--- src/rtl/fifo_sync_param.sv ---
// Synchronous FIFO with occupancy count, programmable almost flags, registered
// read port with valid strobe, guarded push/pop and sticky overflow/underflow.
module fifo_sync_param #(
   parameter int width_adr  = 3,
   parameter int width_data = 288,
   parameter int af_level   = 6,
   parameter int ae_level   = 1
) (
   input  logic                  clk,
   input  logic                  rst,
   input  logic                  wr_en,
   input  logic [width_data-1:0] wr_dt,
   input  logic                  rd_en,
   output logic [width_data-1:0] rd_dt,
   output logic                  rd_valid,
   output logic                  full,
   output logic                  empty,
   output logic                  almost_full,
   output logic                  almost_empty,
   output logic [width_adr:0]    count,
   output logic                  overflow,
   output logic                  underflow,
   output logic [width_adr:0]    d_wadr,
   output logic [width_adr:0]    d_radr
);

   localparam int depth = 1 << width_adr;
   localparam logic [width_adr:0] ptr_one  = (width_adr+1)'(1);
   localparam logic [width_adr:0] depth_lv = (width_adr+1)'(depth);
   localparam logic [width_adr:0] af_lv    = (width_adr+1)'(af_level);
   localparam logic [width_adr:0] ae_lv    = (width_adr+1)'(ae_level);

   if (af_level > depth || ae_level >= depth) begin : g_param_err
      $error("fifo_sync_param: af_level must be <= depth and ae_level < depth");
   end

   logic [width_data-1:0] mem_q [depth];
   logic [width_adr:0]    wptr_q, wptr_d;
   logic [width_adr:0]    rptr_q, rptr_d;
   logic [width_adr:0]    count_q, count_d;
   logic [width_data-1:0] rd_dt_q;
   logic                  rd_valid_q;
   logic                  ovf_q, unf_q;
   logic                  full_w, empty_w;
   logic                  wa, ra;

   // Flags come from registered pointers/count only; no path from wr_en/rd_en.
   assign empty_w = (wptr_q == rptr_q);
   assign full_w  = (wptr_q[width_adr-1:0] == rptr_q[width_adr-1:0]) &&
                    (wptr_q[width_adr] != rptr_q[width_adr]);

   assign wa = wr_en & ~full_w;
   assign ra = rd_en & ~empty_w;

   always_comb begin
      wptr_d  = wptr_q;
      rptr_d  = rptr_q;
      count_d = count_q;
      if (wa) wptr_d = wptr_q + ptr_one;
      if (ra) rptr_d = rptr_q + ptr_one;
      case ({wa, ra})
         2'b10:   count_d = count_q + ptr_one;
         2'b01:   count_d = count_q - ptr_one;
         default: count_d = count_q;
      endcase
   end

   // Storage has no reset so it maps onto a plain 2-port RAM.
   always_ff @(posedge clk) begin
      if (!rst && wa) mem_q[wptr_q[width_adr-1:0]] <= wr_dt;
   end

   always_ff @(posedge clk) begin
      if (rst) begin
         wptr_q     <= '0;
         rptr_q     <= '0;
         count_q    <= '0;
         rd_dt_q    <= '0;
         rd_valid_q <= 1'b0;
         ovf_q      <= 1'b0;
         unf_q      <= 1'b0;
      end else begin
         wptr_q     <= wptr_d;
         rptr_q     <= rptr_d;
         count_q    <= count_d;
         rd_valid_q <= ra;
         if (ra) rd_dt_q <= mem_q[rptr_q[width_adr-1:0]];
         if (wr_en && full_w)  ovf_q <= 1'b1;
         if (rd_en && empty_w) unf_q <= 1'b1;
      end
   end

   assign rd_dt        = rd_dt_q;
   assign rd_valid     = rd_valid_q;
   assign full         = full_w;
   assign empty        = empty_w;
   assign almost_full  = (count_q >= af_lv);
   assign almost_empty = (count_q <= ae_lv);
   assign count        = count_q;
   assign overflow     = ovf_q;
   assign underflow    = unf_q;
   assign d_wadr       = wptr_q;
   assign d_radr       = rptr_q;

   // depth_lv documents the full occupancy value; count never exceeds it.
   logic unused_depth;
   assign unused_depth = ^depth_lv;

endmodule
--- config.mk ---
export PLATFORM = sky130hd
export DESIGN_NAME = fifo_sync_param
export DESIGN_NICKNAME = d
export VERILOG_FILES = /design/src/rtl/fifo_sync_param.sv
export SDC_FILE = /design/constraint.sdc
export NUM_CORES = 2
export LEC_CHECK = 0
export CORE_MARGIN = 3
export CORE_UTILIZATION = 55
export DETAILED_ROUTE_END_ITERATION = 8
export GPL_ROUTABILITY_DRIVEN = 0
export PLACE_DENSITY = 0.75
export SETUP_SLACK_MARGIN = 0.02
export SYNTH_ARGS = -nofsm -noshare
export SYNTH_HDL_FRONTEND = slang
export SYNTH_SLANG_ARGS = --single-unit
--- constraint.sdc ---
create_clock -name clk -period 44.3 [get_ports clk]
set_input_delay 4.43 -clock clk [delete_from_list [all_inputs] [get_ports clk]]
set_output_delay 4.43 -clock clk [all_outputs]
set_load 0.01 [all_outputs]
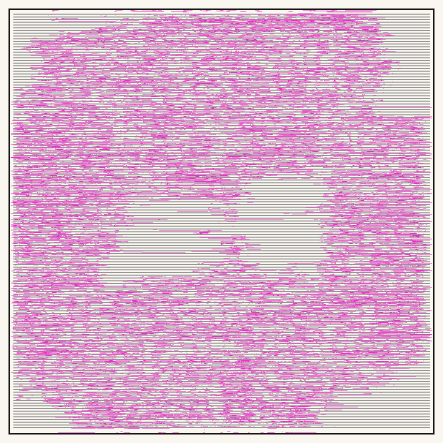
**Above:** met1 routing.
Scale: 1 px per um. Supply wires on this layer in gray.
share of all routed wire = 39%
nets with wire on the layer = 4855
main direction = horizontal
longest straight run = 73.8 um

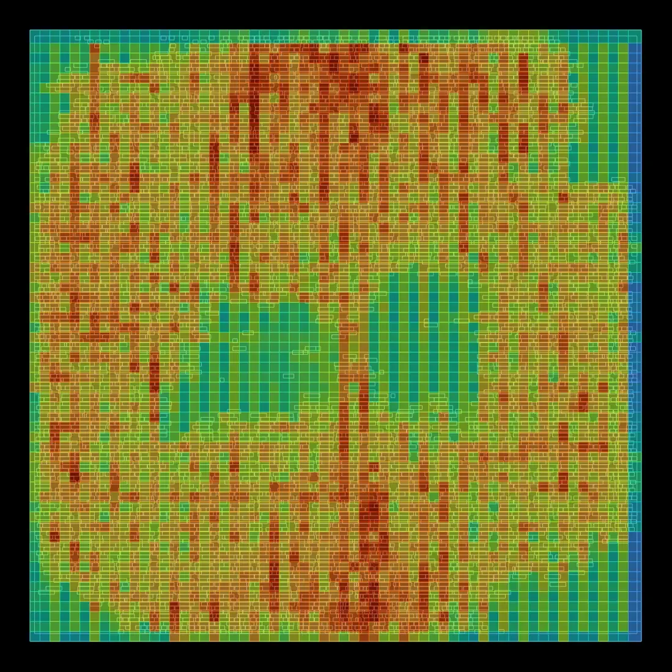
**Above:** routing congestion map.
Finished Core Util: 0.654
most used routing layer in global routing: met2
met2 GRT Util: 0.387
GRT Total Usage: 0.234
grt met3 use: 0.0444

==> impl_report.txt <==
PHYSICAL IMPLEMENTATION REPORT
----------------------------------------------------
[Timing]
  Achievable Freq ........................ 121 MHz
  Count of endpoints failing hold in the final timing report ........................ 0
  Slew of the pin with the lowest slew margin ........................ 1.21 ns
  Worst setup margin ........................ 36.04 ns
  Final clock period utilization by the worst path ........................ 0.186
  Final Skew ........................ 0.0515 ns
  Shortest period the worst path allows ........................ 8.26 ns
  Remaining max-slew budget at the tightest pin ........................ 0.191
  RSZ-0062 raised after global routing ........................ no
  Count of final setup violators ........................ 0
  Sum Neg Setup Slack ........................ 0 ns
  Final Slew Violations ........................ 0

[Detailed routing]
  Remaining number of nets flagged by the antenna check after routing ........................ 0
  Post-detailed-route via-to-cell ratio ........................ 6.07
  Via count ........................ 44.5k
  Number of iterations in the first detailed-routing pass ........................ 7
  Total DRC errors in the routed layout ........................ 0
  Total Routed Length ........................ 209000 um
  Routed wirelength normalized by instance count ........................ 28.5 um
  Violation tally from detailed-route iteration zero ........................ 4001

[Setup path]
  Crit Path Class ........................ input pin to flop
  Library cell appearing most often on the critical path ........................ sky130_fd_sc_hd__buf_4
  Number of buffers and inverters on the critical path ........................ 4
  Top fanout value on the critical path ........................ 56
  Crit path required time ........................ 44.79 ns
  Cell chain of the critical path ........................ clkdlybuf4s50_1 > or2_2 > nor4_2 > buf_4 > buf_4 > buf_4
  Internal reg-to-reg setup slack ........................ 39.19 ns
  Data arrival time at the worst-slack endpoint ........................ 8.75 ns
  Peak per-stage delay on the critical path ........................ 0.81 ns
  Worst-path cell with the longest stage delay ........................ sky130_fd_sc_hd__clkdlybuf4s50_1
  Worst setup EP type ........................ flop
  Cell family contributing the most delay on the critical path ........................ buffers and inverters
  Kind of start point of the critical path ........................ input pin
  Reg2Reg Capture Point ........................ mem_q[2][57]$_DFFE_PP_
  Startpoint of the worst register-to-register path ........................ d_radr[1]$_SDFFE_PP0P_
  Launch point of the worst path ........................ rst
  Cell count of the worst reg-to-reg path ........................ 7

[Place]
  Post-placement worst setup slack ........................ 35.13 ns
  Post-detail-place hpwl ........................ 115000 um
  Placed cells ........................ 6812
  Placed cell areas ........................ 0.104 mm^2
  Port bufs ........................ 598

[Synthesis]
  Syn avg cell area ........................ 23.5 um^2
  Count of library flops with an enable pin ........................ 2304
  Post-synth ARST share ........................ 0
  Syn Nets ........................ 4368
  Flops out of synthesis ........................ 2607
  Post-synth top area cell ........................ sky130_fd_sc_hd__edfxtp_1
  Count of mapped cells out of synthesis ........................ 4069
  Post-Synthesis Cell Area ........................ 0.0957 mm^2
  Yosys synthesis chip area ........................ 0.0957 mm^2
  Most frequently used flop master after synthesis ........................ sky130_fd_sc_hd__edfxtp_1
  Seq/Total Area, Yosys ........................ 0.787
  Number of warnings issued by yosys ........................ 0
  Number of cells in the yosys synthesis report ........................ 4069
  Synth top area share ........................ 0.723
  Cell Type Count ........................ 32
  Top area cell types ........................ sky130_fd_sc_hd__edfxtp_1, sky130_fd_sc_hd__mux4_2, sky130_fd_sc_hd__dfxtp_1

[Run]
  Tally of max-capacitance violations ........................ 0
  Number of logged tool warnings ........................ 68

[Global routing]
  Routing usage on met1 ........................ 0.313
  Total overflow reported by the global router ........................ 0
  Global-route wire length before repair ........................ 311000 um
  Pin count of the biggest net entering global routing ........................ 166
  Number of global-route vias before repair ........................ 45.9k
  Number of antenna violations at the first check in global routing ........................ 63

[Clock network]
  Post-CTS setup buffers ........................ 0
  H-tree depth reported by CTS ........................ 5
  Library cell used as clock root buffer ........................ sky130_fd_sc_hd__clkbuf_16
  Clk_lat worst skew ........................ 0.91 ns
  TritonCTS clock tree ........................ yes
  Number of buffers created by CTS ........................ 276
  Post-CTS Hold Fix Bufs ........................ 0
  Max Buffers Root-to-Sink ........................ 4
  Clk sinks ........................ 2607
  Resized cells post-CTS ........................ 0
  Clock-pin slew reported for the worst setup and hold paths after clock tree synthesis ........................ 0.06 ns

[Min path]
  Depth of the worst hold-timing path ........................ 2
  Sink of the worst hold path ........................ underflow$_SDFFE_PP0P_
  Worst min-delay path category ........................ flop to flop
  Source of the worst hold timing path ........................ underflow$_SDFFE_PP0P_

[Status]
  Run status ........................ completed

[Pwr]
  Power density over cell area ........................ 49.1 mW/mm^2
  IR drop worst, VDD ........................ 0.0463 mV
  Leakage Power ........................ 0.0352 uW

[Final layout]
  Seq. cell area ........................ 0.0753 mm^2
  Tally of non-filler cells in the final layout ........................ 7319
  Final design instance area without fill ........................ 0.113 mm^2
  Number of nets in the layout ........................ 5079
  Layout overhead on the synthesized area ........................ 17.8%
  Number of inserted filler cells in the final layout ........................ 10.9k
  Comb. cell area ........................ 0.0193 mm^2
  Most common cell after layout, fill and taps aside ........................ sky130_fd_sc_hd__edfxtp_1
  Most numerous logic cells after layout ........................ sky130_fd_sc_hd__edfxtp_1, sky130_fd_sc_hd__clkdlybuf4s50_1, sky130_fd_sc_hd__mux4_2
  Share of layout cells above drive strength 1 ........................ 0.266

[Die]
  Die Ht ........................ 423 um
  Chip footprint ........................ 0.179 mm^2
  Io pins ........................ 599
  Overall die width ........................ 423 um
  Number of rows created at floorplan ........................ 152
  Core utilization at floorplan ........................ 0.555
  Core Footprint ........................ 0.172 mm^2

----------------------------------------------------
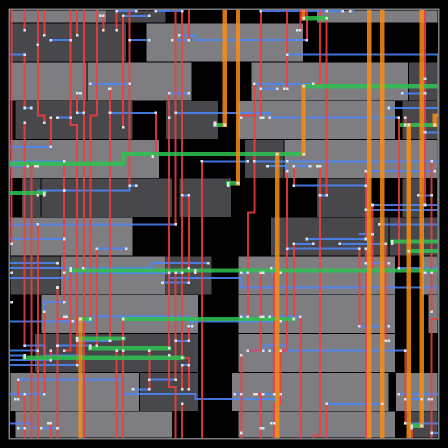
**Above:** a small window of the routed layout.
Region (197, 281) to (227, 311) um. Cells in gray, sequential cells in the stronger gray; small squares are vias.
orange -> metal 4
blue -> metal 1
red -> metal 2
green -> metal 3
sequential cells in the window = 16
most frequent = edfxtp_1 (14), clkdlybuf4s50_1 (5), mux4_2 (4)
netlist names of flops here include = `mem_q` (14), `rd_dt` (2)
cells with their middle in the window = 32

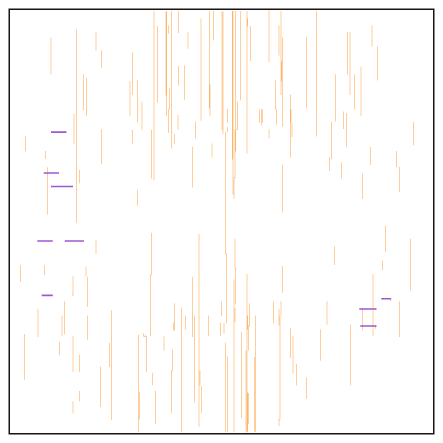
**Above:** routed metal, one color a layer.
Scale: 1 px per um. Two of the layers only.
orange -> metal 4  # wire length 7500 um
purple -> metal 5  # wire length 127 um

[how the worst max path moves through the flow]
stage | endpoint | depth (start not counted)
detailed placement | mem_q[2][54]$_DFFE_PP_ | 6
floorplan | mem_q[0][0]$_DFFE_PP_ | 3
global placement | mem_q[2][54]$_DFFE_PP_ | 6
finish | mem_q[2][57]$_DFFE_PP_ | 6
global route | mem_q[2][57]$_DFFE_PP_ | 6
CTS | mem_q[2][57]$_DFFE_PP_ | 6
[stage by stage]
stage               power, uW  hold WS [ns]  utilization
floorplan                3190         0.502            -
global placement         3420         0.463        0.604
detailed placement       3430         0.458        0.604
CTS                      5590         0.474        0.653
global route             5720         0.490        0.654
finish                   5540         0.473        0.654
[layout make-up]
| cell class | count | area share |
|---|---|---|
| Timing Repair Buffer | 663 | 0.0589 |
| Tap cell | 2310 | 0.0256 |
| Sequential cell | 2607 | 0.668 |
| Clock inverter | 90 | 0.00722 |
| Inverter | 6 | 0.000200 |
| Antenna cell | 39 | 0.000866 |
| Clock buffer | 378 | 0.0677 |
| Multi-Input combinational cell | 1226 | 0.172 |
[cell families after synthesis]
| group | after synthesis | share of synthesized area |
|---|---|---|
| flops | 2607 | 0.787 |
| mux | 869 | 0.170 |
| compound gates | 301 | 0.0273 |
| buf+inv | 236 | 0.0120 |
| simple gates | 39 | 0.00218 |
| xor+xnor | 10 | 0.000916 |
| fa+ha+maj | 7 | 0.000915 |
[Yosys cell counts, drive strengths merged, types with 2 or more instances]
| cell type | number |
|---|---|
| dfxtp | 303 |
| o41ai | 2 |
| clkbuf | 109 |
| buf | 121 |
| mux2 | 289 |
| nand3 | 2 |
| xnor2 | 2 |
| or3 | 3 |
| nor2b | 2 |
| inv | 6 |
| mux2i | 4 |
| a21oi | 6 |
| edfxtp | 2304 |
| ha | 7 |
| a22o | 288 |
| mux4 | 576 |
| o21ai | 4 |
| nand4b | 2 |
| nor2 | 18 |
| nor4 | 6 |
| nand2b | 2 |
| xor2 | 8 |
[flip-flops by register name, indices dropped and copies added, names as in the netlist]
name	cells
count	4
d_radr	4
d_wadr	4
overflow	1
rd_valid	1
rd_dt	288
underflow	1
mem_q	2304
[worst min-delay path, cell delays in order, from the launching register on]
cell	delay, ns
sky130_fd_sc_hd__dfxtp_1	0.33
sky130_fd_sc_hd__a21oi_1	0.04
sky130_fd_sc_hd__nor2_1	0.07
[routing by layer]
metal,vias up,part of all wire,routed length (um)
met2,1652,0.51,107000
met5,-,0.00060,126
li1,18737,-,-
met1,23649,0.39,81100
met3,406,0.062,12900
met4,18,0.036,7500
[report_power, final]
part / internal (uW) / total [uW] / switching (uW)
Combinational: 293 / 563 / 270
Sequential: 2750 / 2810 / 56.1
Clock: 1280 / 2170 / 888
Power is estimated from default activity; no workload was simulated.
